==> config.mk <==
export PLATFORM = sky130hd
export DESIGN_NAME = bus_pack_v1_0
export DESIGN_NICKNAME = d
export VERILOG_FILES = /design/src/rtl/bus_pack_v1_0.sv
export SDC_FILE = /design/constraint.sdc
export NUM_CORES = 1
export LEC_CHECK = 0
export CORE_UTILIZATION = 28
export CTS_BUF_LIST = sky130_fd_sc_hd__clkbuf_8 sky130_fd_sc_hd__clkbuf_16
export DETAILED_ROUTE_END_ITERATION = 8
export HOLD_SLACK_MARGIN = 0.02
export PLACE_DENSITY = 0.57
export SETUP_SLACK_MARGIN = 0.15
export SYNTH_ARGS = -nofsm -noshare
export SYNTH_HDL_FRONTEND = slang
export SYNTH_SLANG_ARGS = --single-unit
==> constraint.sdc <==
create_clock -name clock -period 1.8 [get_ports clock]
set_input_delay 0.36 -clock clock [delete_from_list [all_inputs] [get_ports clock]]
set_output_delay 0.36 -clock clock [all_outputs]
set_load 0.02 [all_outputs]
==> src/rtl/bus_pack_v1_0.sv <==
// bus_pack_v1_0 -- narrow-to-wide lane packer with partial-word flush.
//
// Accepts in_width-bit lanes and packs them LSB-first into words of
// ratio lanes. A full word, or a partial word requested by flush, moves
// into an output holding register that is presented with valid/ready
// handshaking. The accumulator keeps filling while the output is held,
// and stalls only when the lane that would complete the next word arrives.
//
// Ports
//   clock      rising-edge clock for all state
//   reset_n    asynchronous active-low reset
//   in_data    narrow input lane (in_width bits)
//   in_valid   in_data valid this cycle
//   in_ready   lane accepted when in_valid && in_ready
//   flush      single-cycle request to emit a partially filled word
//   out_data   packed word; lane k at [(k+1)*in_width-1 : k*in_width]
//   out_lanes  number of valid lanes in out_data (1..ratio)
//   out_valid  out_data / out_lanes valid
//   out_ready  consumer takes the word when out_valid && out_ready
module bus_pack_v1_0 #(
   parameter int in_width = 8,
   parameter int ratio    = 4
) (
   input  logic                         clock,
   input  logic                         reset_n,
   input  logic [in_width-1:0]          in_data,
   input  logic                         in_valid,
   output logic                         in_ready,
   input  logic                         flush,
   output logic [in_width*ratio-1:0]    out_data,
   output logic [3:0]                   out_lanes,
   output logic                         out_valid,
   input  logic                         out_ready
);

   localparam int out_width = in_width * ratio;
   localparam int cnt_w     = $clog2(ratio);
   localparam logic [cnt_w-1:0] last_lane = cnt_w'(ratio - 1);

   logic [out_width-1:0] acc;
   logic [cnt_w-1:0]     cnt;

   logic                 blocked;
   logic                 accept;
   logic                 full_word;
   logic                 flush_go;
   logic                 load;
   logic [out_width-1:0] word_next;
   logic [3:0]           lanes_next;

   // Only the completing lane has to wait for the output register; lanes
   // 0..ratio-2 of the next word can still be buffered while it is held.
   assign blocked   = out_valid && !out_ready;
   assign in_ready  = !((cnt == last_lane) && blocked);
   assign accept    = in_valid && in_ready;
   assign full_word = accept && (cnt == last_lane);

   // A flush that lands on the completing lane is just the full word.
   // When blocked, the flush is dropped and the caller re-asserts it.
   assign flush_go  = flush && !full_word && !blocked && ((cnt != '0) || accept);
   assign load      = full_word || flush_go;

   // Accumulator contents with this cycle's lane (if any) merged in; the
   // upper lanes are already zero because the accumulator clears on load.
   always_comb begin
      word_next = acc;
      for (int k = 0; k < ratio; k++) begin
         if (accept && (cnt == cnt_w'(k))) begin
            word_next[k*in_width +: in_width] = in_data;
         end
      end
   end

   assign lanes_next = 4'(cnt) + 4'(accept);

   always_ff @(posedge clock or negedge reset_n) begin
      if (!reset_n) begin
         acc <= '0;
         cnt <= '0;
      end else if (load) begin
         acc <= '0;
         cnt <= '0;
      end else if (accept) begin
         acc <= word_next;
         cnt <= cnt + 1'b1;
      end
   end

   // load never happens while blocked, so a held word stays stable.
   always_ff @(posedge clock or negedge reset_n) begin
      if (!reset_n) begin
         out_data  <= '0;
         out_lanes <= '0;
         out_valid <= 1'b0;
      end else if (load) begin
         out_data  <= word_next;
         out_lanes <= lanes_next;
         out_valid <= 1'b1;
      end else if (out_valid && out_ready) begin
         out_valid <= 1'b0;
      end
   end

endmodule

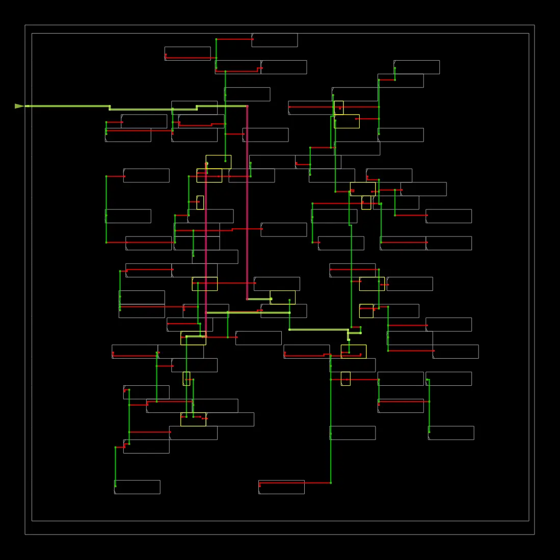
**Above:** clock nets.
source-to-sink clock delay at the later pin of the worst-skew pair: 330 ps
number of CTS-inserted buffers: 9
number of clock buffer instances in the layout: 10
Clock Skew: 10.08 ps
TritonCTS sink count: 70

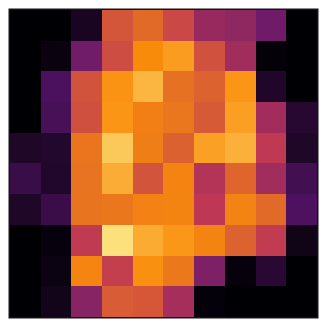
**Above:** local utilization.
(3 px per µm) The die is cut into 10 by 10 equal tiles; black is low, pale yellow is high, 0 to 100% covered.
tiles over 75% full: 14%
fullest tile: 93%
nearly empty tiles: 19%
mean over tiles: 41%

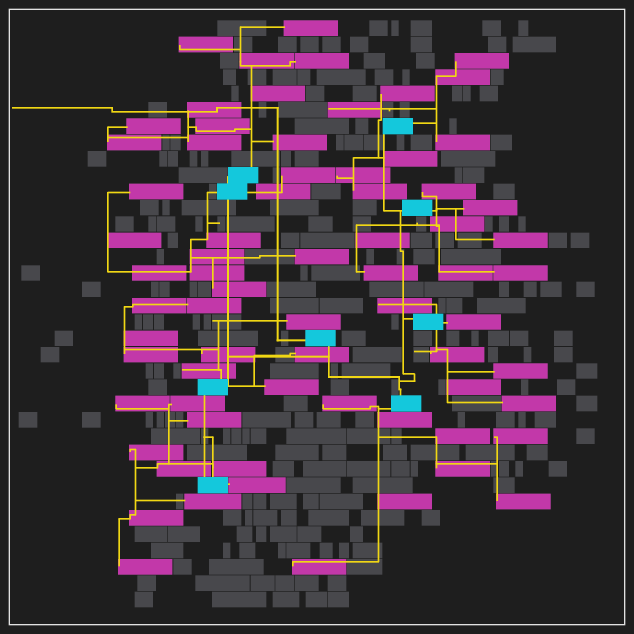
**Above:** routed clock nets over the placement.
(6 px per µm)
legend:
  clock drivers:
    color: cyan
    count: 9
  flip-flops:
    color: magenta
    count: 70
  clock wires:
    color: yellow
    length: 862 µm
routed clock nets: 10

==> impl_metrics.yaml <==
# implementation run metrics
critical_path:
  slowest_delay_ps: 440
  critPathLaunchType: "flop"
  critical_path_cell_count: 9
  crit_path_end: "out_data[15]$_DFFE_PN0P_"
  cell_at_the_slowest_stage_of_the_critical_path: "sky130_fd_sc_hd__dfrtp_2"
  register_to_register_setup_slack_ps: 140
  crit_arrival_ps: 1920
  buffering_stage_count_on_the_worst_path_with_inverters_included: 4
  path_cells: "inv_4 > ha_4 > nand2b_4 > a21boi_4 > buf_6 > buf_16 > clkbuf_16 > nor2_1 > a21oi_1"
  critPathTopFamily: "buffers and inverters"
  worstReg2RegEnd: "out_data[15]$_DFFE_PN0P_"
  beginning_of_the_critical_path: "cnt[0]$_DFFE_PN0P_"
  worstRegToRegCells: 9
timing:
  fin_setup_tns_ps: 0
  setup_slack_ps: 138.7
  holdWs_ps: 45.11
  fin_crit_period_ps: 1661
placed_design:
  post-dp-hpwl_um: 3937
  place.detailed.instances: 419
  io_buffers: 49
  post_placement_worst_setup_slack_ps: -192.4
  routability_driven_placement_congestion_ratio: 0.7553
  post_dp_cell_area_um2: 3575
yosys:
  synth.top_cells.by_count: "sky130_fd_sc_hd__dfrtp_1, sky130_fd_sc_hd__nor2_1, sky130_fd_sc_hd__a21oi_1"
  simple_gate_area_share_pct: 11.01
  enable_flop_cells: 0
  synth_largest_type_area_fraction_pct: 62.17
  synth_area_um2: 2818
  topCellsByArea: "sky130_fd_sc_hd__dfrtp_1, sky130_fd_sc_hd__mux2i_1, sky130_fd_sc_hd__nor2_1"
  post-synth-top-area-cell: "sky130_fd_sc_hd__dfrtp_1"
  yosysChipArea_um2: 2818
  async_flop_share_pct: 100.0
  ys_warn_count: 0
  xor_area_share_pct: 0.3108
  synth_flop_count: 70
  synth_cell_types: 19
grt:
  grt_pass1_wl_um: 10020
  maximum_number_of_pins_on_one_net_before_global_route_repair: 71
  grt_pass1_vias: 1919
  track_usage_pct: 12.95
die:
  die_w_um: 102.3
  design.core.area_um2: 9774
  chip_area_um2: 10470
  floorplanUtilization_pct: 28.83
  die_h_um: 102.3
  tap_cell_count: 133
cells_and_area:
  bufAreaShareNonClock_pct: 20.65
  drive_above_1_share_pct: 36.16
  sh_seq_area_pct: 39.12
  num-nonclk-inverters: 3
  finish.net_count: 332
  final_cells: 451
  area_delta_synth_final_pct: 59.15
  clock_area_share_pct: 3.739
  utilization_pct: 45.88
  buffers_excl_clock: 75
  layout.area.comb_um2: 1456
  design_area_um2: 4484
power_and_ir_drop:
  largestPowerGroup: "combinational cells"
  switching_share_pct: 38.43
  power_report.internal_total_w: 0.004769
  power.clock.fraction_pct: 13.9
  power.share.sequential_pct: 34.7
  p_per_area_nw_per_um2: 1727
  ir_worst_vdd_mv: 0.4345
  p_comb_share_pct: 51.4
  switchingPower_w: 0.002977
clock_network:
  clock_tree.buffer_depth: 2
  hold_buffers: 0
  cts_tree: "built"
  clk_transition_reported_paths_ps: 70
  cts.root.buffer_cell: "sky130_fd_sc_hd__clkbuf_8"
  post-cts-setup-buffer-count: 3
route:
  num_vias: 1971
  dr.first_iter.drc_count: 60
  ant_nets: 0
  drc: 0
  via_per_inst: 4.370
  wl_per_cell_um: 15.35
job:
  stage_log_warnings: 31
  maxCapViolCount: 0
status:
  outcome: "completed"
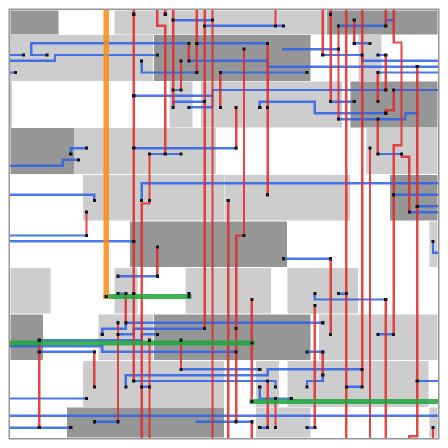
**Above:** close-up of the layout.
Region (39, 39) to (64, 64) µm. Cells in gray, sequential cells in the stronger gray; small squares are vias.
legend:
  metal 2:
    color: red
  metal 3:
    color: green
  metal 1:
    color: blue
  metal 4:
    color: orange
cells with their middle in the window: 24
sequential cells in the window: 6
netlist names of flops here include: acc (5), out_data (1)
most frequent: mux2i_4 (7), dfrtp_1 (6), nor2_1 (4)

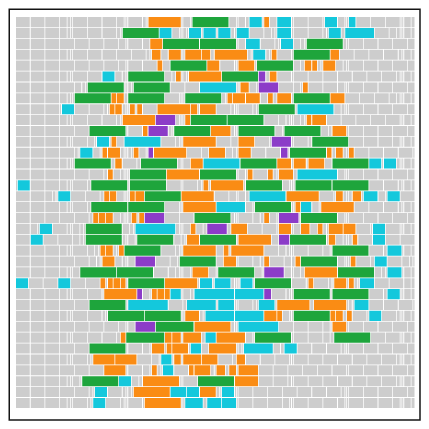
**Above:** cells colored by class.
(4 px per µm) Fill, decap, tap and diode cells in gray.
legend:
  combinational and other logic:
    color: orange
    cells: 157
    share_of_their_area: 34%
  clock drivers and dummy loads:
    color: purple
    cells: 16
    share_of_their_area: 3.9%
  flops:
    color: green
    cells: 70
    share_of_their_area: 41%
  other buffers and delay cells:
    color: cyan
    cells: 75
    share_of_their_area: 21%

-- sequential cells by signal (all words and copies together) (netlist names) --
register   cells
out_data      32
out_valid      1
acc           32
cnt            2
out_lanes      3
-- layout by cell type (no fill, tap or decap), drive strengths merged, types with 2 or more instances in the layout --
master         netlist  layout
dfrtp               70      70
nor2                65      65
dlygate4sd2          0      36
a21oi               33      33
mux2i               32      32
buf                 16      23
clkbuf               0      15
clkdlybuf4s50        0      10
ha                   6       6
inv                  3       5
and3                 4       4
mux2                 3       3
clkinv               0       3
nand3                2       2
nand2                2       2
nand2b               2       2
-- per-layer routing --
layer | global-route usage, % | vias up | part of all wire (%)
met5 | 0 | - | 0
li1 | - | 947 | -
met2 | 20.34 | 29 | 49
met4 | 5.934 | 0 | 1.1
met1 | 16.81 | 990 | 46
met3 | 3.283 | 5 | 3.7
